$ cat src/rtl/par_to_serial_if.sv
// Parallel-in lane handshake and serial-out status bundle for par_to_serial.
interface par_to_serial_if;
  logic [7:0] data_in;
  logic       valid_in;
  logic       load;
  logic       data_out;
  logic       active;

  modport master (output data_in, output valid_in,
                  input  load,    input  data_out, input active);
  modport slave  (input  data_in, input  valid_in,
                  output load,    output data_out, output active);
endinterface

$ cat src/rtl/par_to_serial.sv
// Byte-to-serial converter, MSB first. Sends a COM_CHAR sync preamble after
// reset, then one byte per 8 clocks, filling idle slots with COM_CHAR.
module par_to_serial #(
  parameter logic [7:0] COM_CHAR   = 8'hBC,
  parameter int         SYNC_BYTES = 4
) (
  input  logic           clk,
  input  logic           reset,
  par_to_serial_if.slave bus
);

  typedef enum logic {SYNC, ACTIVE} state_t;

  localparam logic [3:0] SYNC_LAST = 4'(SYNC_BYTES - 1);

  logic [7:0] shreg_q, shreg_d;
  logic [2:0] cnt_q, cnt_d;
  logic [3:0] sync_q, sync_d;
  state_t     state_q, state_d;
  logic [7:0] next_byte;
  logic       byte_edge;

  assign byte_edge = (cnt_q == 3'd7);
  assign bus.load  = byte_edge && (state_q == ACTIVE);

  // Upstream data only matters on a load edge; SYNC and idle slots send COM_CHAR.
  assign next_byte = (bus.load && bus.valid_in) ? bus.data_in : COM_CHAR;

  always_comb begin
    shreg_d = {shreg_q[6:0], 1'b0};
    cnt_d   = cnt_q + 3'd1;
    sync_d  = sync_q;
    state_d = state_q;
    if (byte_edge) begin
      shreg_d = next_byte;
      cnt_d   = 3'd0;
      if (state_q == SYNC) begin
        sync_d = sync_q + 4'd1;
        if (sync_q == SYNC_LAST) state_d = ACTIVE;
      end
    end
  end

  // cnt resets to 7 so the very first edge after release loads COM_CHAR #1.
  always_ff @(posedge clk or negedge reset) begin
    if (!reset) begin
      shreg_q <= 8'h00;
      cnt_q   <= 3'd7;
      sync_q  <= 4'd0;
      state_q <= SYNC;
    end else begin
      shreg_q <= shreg_d;
      cnt_q   <= cnt_d;
      sync_q  <= sync_d;
      state_q <= state_d;
    end
  end

  assign bus.data_out = shreg_q[7];
  assign bus.active   = (state_q == ACTIVE);

endmodule
$ cat src/flat_wrapper.sv
// flat-port wrapper written by rule: the top's interface ports become plain ports
module par_to_serial_flat 
#(
  parameter logic [7:0] COM_CHAR   = 8'hBC,
  parameter int         SYNC_BYTES = 4
)
  (clk, reset, bus_data_in, bus_valid_in, bus_load, bus_data_out, bus_active);
  par_to_serial_if bus_i ();
  input  logic clk;
  input  logic reset;
  input wire logic [$bits(bus_i.data_in)-1:0] bus_data_in;
  input wire logic [$bits(bus_i.valid_in)-1:0] bus_valid_in;
  output wire logic [$bits(bus_i.load)-1:0] bus_load;
  output wire logic [$bits(bus_i.data_out)-1:0] bus_data_out;
  output wire logic [$bits(bus_i.active)-1:0] bus_active;
  assign bus_i.data_in = bus_data_in;
  assign bus_i.valid_in = bus_valid_in;
  assign bus_load = bus_i.load;
  assign bus_data_out = bus_i.data_out;
  assign bus_active = bus_i.active;
  par_to_serial #(.COM_CHAR(COM_CHAR), .SYNC_BYTES(SYNC_BYTES)) u_core (.clk(clk), .reset(reset), .bus(bus_i));
endmodule
$ cat config.mk
export PLATFORM = sky130hd
export DESIGN_NAME = par_to_serial_flat
export DESIGN_NICKNAME = d
export VERILOG_FILES = /design/src/rtl/par_to_serial_if.sv /design/src/rtl/par_to_serial.sv /design/src/flat_wrapper.sv
export SDC_FILE = /design/constraint.sdc
export NUM_CORES = 1
export LEC_CHECK = 0
export CORE_ASPECT_RATIO = 1.4
export CORE_UTILIZATION = 30
export DETAILED_ROUTE_END_ITERATION = 7
export PLACE_DENSITY = 0.63
export SLEW_MARGIN = 20
export SYNTH_ARGS = -nofsm -noshare
export SYNTH_HDL_FRONTEND = slang
export SYNTH_SLANG_ARGS = --single-unit
export TNS_END_PERCENT = 20
$ cat constraint.sdc
create_clock -name clk -period 2.9 [get_ports clk]
set_input_delay 0.435 -clock clk [delete_from_list [all_inputs] [get_ports clk]]
set_output_delay 0.435 -clock clk [all_outputs]
set_load 0.1 [all_outputs]
Routed metal per tile:
8 x 11 tiles, from white (low) to dark blue (high), scaled to the fullest tile. Values are wire area over tile area, all layers added.
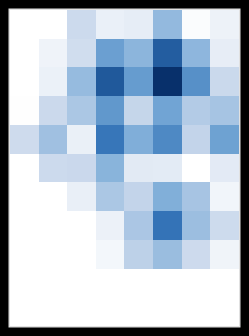
fullest tile: 0.32
nearly empty tiles: 35%
tiles over half the peak: 14%

The metal 1 layer:
Scale bar: 10 um. Cells faint in the background.
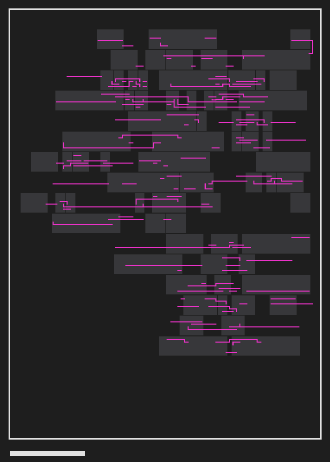
main direction: horizontal
longest straight run: 19.8 um
share of all routed wire: 45%
nets with wire on the layer: 72
wire length on this layer: 444 um

Close-up of the layout:
Scale bar: 5 um. Window x 21 to 41, y 33 to 53 um. Cells in grey, sequential cells in the stronger grey; small squares are vias.
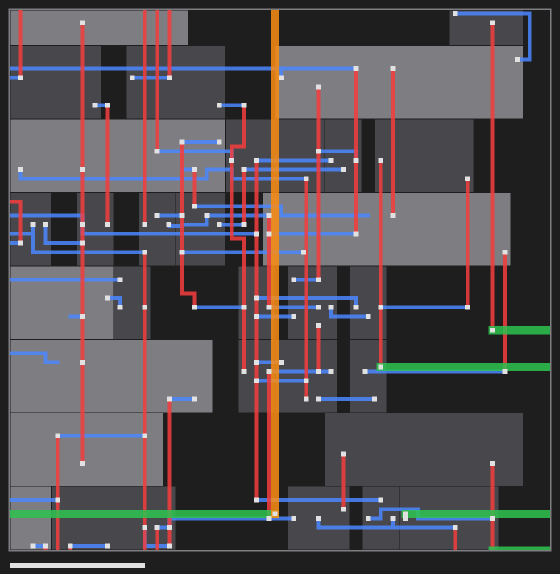
| layer | colour |
|---|---|
| metal 1 | blue |
| metal 2 | red |
| metal 3 | green |
| metal 4 | orange |
netlist names of flops here include: `u_core.shreg_q` (3), `u_core.cnt_q` (2)
sequential cells in the window: 5
cells with their middle in the window: 26
most frequent: nor2_1 (6), clkdlybuf4s50_1 (5)

Wiring by layer:
Scale bar: 10 um. Only two layers are drawn.
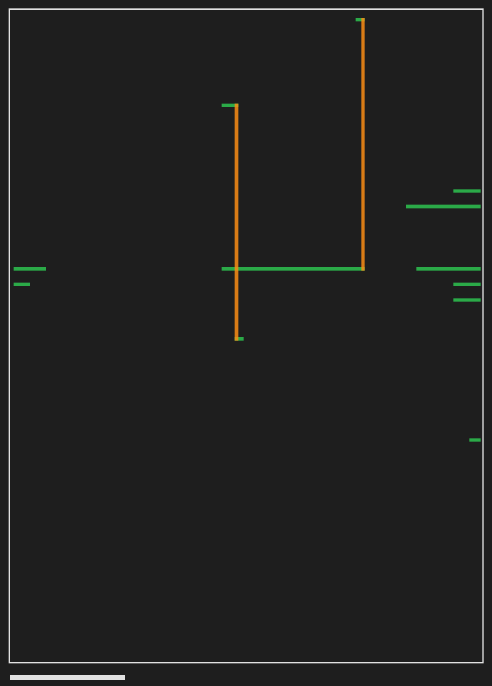
| layer | colour | wire length |
|---|---|---|
| metal 4 | orange | 42.2 um |
| metal 3 | green | 35.9 um |

==> reports/metrics.yaml <==
routed-via-count: 426
total_core_area_sq_um: 2000
ctsRootBufferMaster: "clkbuf_4"
top_cells_excl_fill_tap: "dfrtp_1, nor2_1, clkdlybuf4s50_1, nand2_1, a21oi_1"
cts_resized: 0
clk_transition_reported_paths_ns: 0.09
cap_viol_max_count: 0
tally_of_unique_sky130hd_cells_used_after_synthesis: 18
critPathCaptureType: "output pin"
via_to_cell_ratio: 4.58
clock_tree_skew_after_final_layout_ns: 0.000391
number_of_optimization_iterations_in_the_first_detailed_route_pass: 2
met1_length_um: 444
top_routing_layer_used: "met4"
clock_power_share_pct: 35.7
seq_area_sq_um: 404
outcome: "finished clean"
diodes: 0
required_ns: 2.47
ys_ff: 16
grt_overflow: 0
cts_htree_levels: 1
report.final.setup_viol: 0
die_w_um: 41.2
floorplanUtilization_pct: 32.4
wirelength_um: 990
dieHeight_um: 56.9
max_slew_margin_pct: 54.5
yosysWarnings: 0
crit_path_start_kind: "flip-flop"
area_delta_synth_final_pct: 29.2
totalPowerFinal_uw: 405
drt-wirelength-per-cell_um: 10.6
dr_wl_met3_um: 35
seq_area_frac_synth_pct: 62.5
p_leak_uw: 0.000379
core_utilization_of_the_finished_layout_pct: 41.9
[power by group through the flow]
stage | sequential (uW) | combinational [uW] | clock (uW)
3_5_place_dp | 234 | 32.0 | 0
2_1_floorplan | 239 | 6.29 | 0
3_3_place_gp | 233 | 31.7 | 0
5_1_grt | 230 | 34.7 | 162
6_report | 229 | 31.3 | 145
4_1_cts | 229 | 32.1 | 150
[synthesized netlist by cell type]
cell      number  area (sq um)
dfstp_2        3          78.8
buf_6          1          11.3
dfrtp_1       13           325
xnor2_1        2          17.5
o22ai_1        2          12.5
nor2_1        12          45.0
buf_2          1          5.00
mux2_4         1          15.0
xor2_1         1          8.76
or2_1          1          6.26
and2_1         1          6.26
a21oi_1        5          25.0
inv_1          2          7.51
nor4bb_1       1          10.0
nand2_1        5          18.8
and2b_4        1          10.0
ha_1           3          37.5
nand4_1        1          6.26
[state kept, by name, indices dropped and copies added, names as in the netlist]
register	count
u_core.sync_q	4
u_core.shreg_q	8
u_core.cnt_q	3
u_core.bus.active	1
[area by class of cell]
| cell class | count | share of cell area, % |
|---|---|---|
| Sequential cell | 16 | 48.4 |
| Multi-Input combinational cell | 36 | 26.2 |
| Timing Repair Buffer | 14 | 17.1 |
| Clock buffer | 4 | 4.34 |
| Tap cell | 21 | 3.14 |
| Inverter | 2 | 0.898 |
[critical path: stages, from the launching register on]
cell and delay, ns:
dfstp_2 0.54, ha_1 0.14, ha_1 0.31, and2_1 0.22, buf_12 0.18
[final timing paths]
kind                                  start  slack [ns]           endpoint  cells past startpoint
hold / removal             u_core.sync_q[3]        0.48   u_core.sync_q[3]                      1
hold reg to reg            u_core.sync_q[3]        0.48   u_core.sync_q[3]                      1
max in group asynchronous             reset        1.91  u_core.shreg_q[7]                      1
setup / recovery            u_core.cnt_q[0]        0.79           bus_load                      4
setup reg to reg            u_core.cnt_q[0]        1.28   u_core.sync_q[1]                      4
min in group asynchronous             reset        0.56   u_core.sync_q[3]                      1
[metal layers]
metal | track usage (%) | vias to the layer above
li1 | - | 215
met1 | 12.1 | 195
met2 | 13.8 | 12
met3 | 3.50 | 4
met4 | 8.29 | 0
met5 | 0 | -
[stage by stage]
| step | hold slack (ns) | instances | instance area [sq um] |
|---|---|---|---|
| finish | 0.485 | 93 | 836 |
| global route | 0.503 | 93 | 836 |
| floorplan | 0.139 | 56 | 647 |
| global placement | 0.473 | 89 | 800 |
| detailed placement | 0.476 | 89 | 800 |
| CTS | 0.490 | 93 | 836 |
[kinds of logic after synthesis]
family	after synthesis	share of synthesized area [%]
adder cells (fa/ha/maj)	3	5.80
multiplexers	1	2.32
XOR/XNOR	3	4.06
buffers and inverters	4	3.67
AND/OR/NAND/NOR	22	15.9
flip-flops	16	62.5
AND-OR/OR-AND	7	5.80
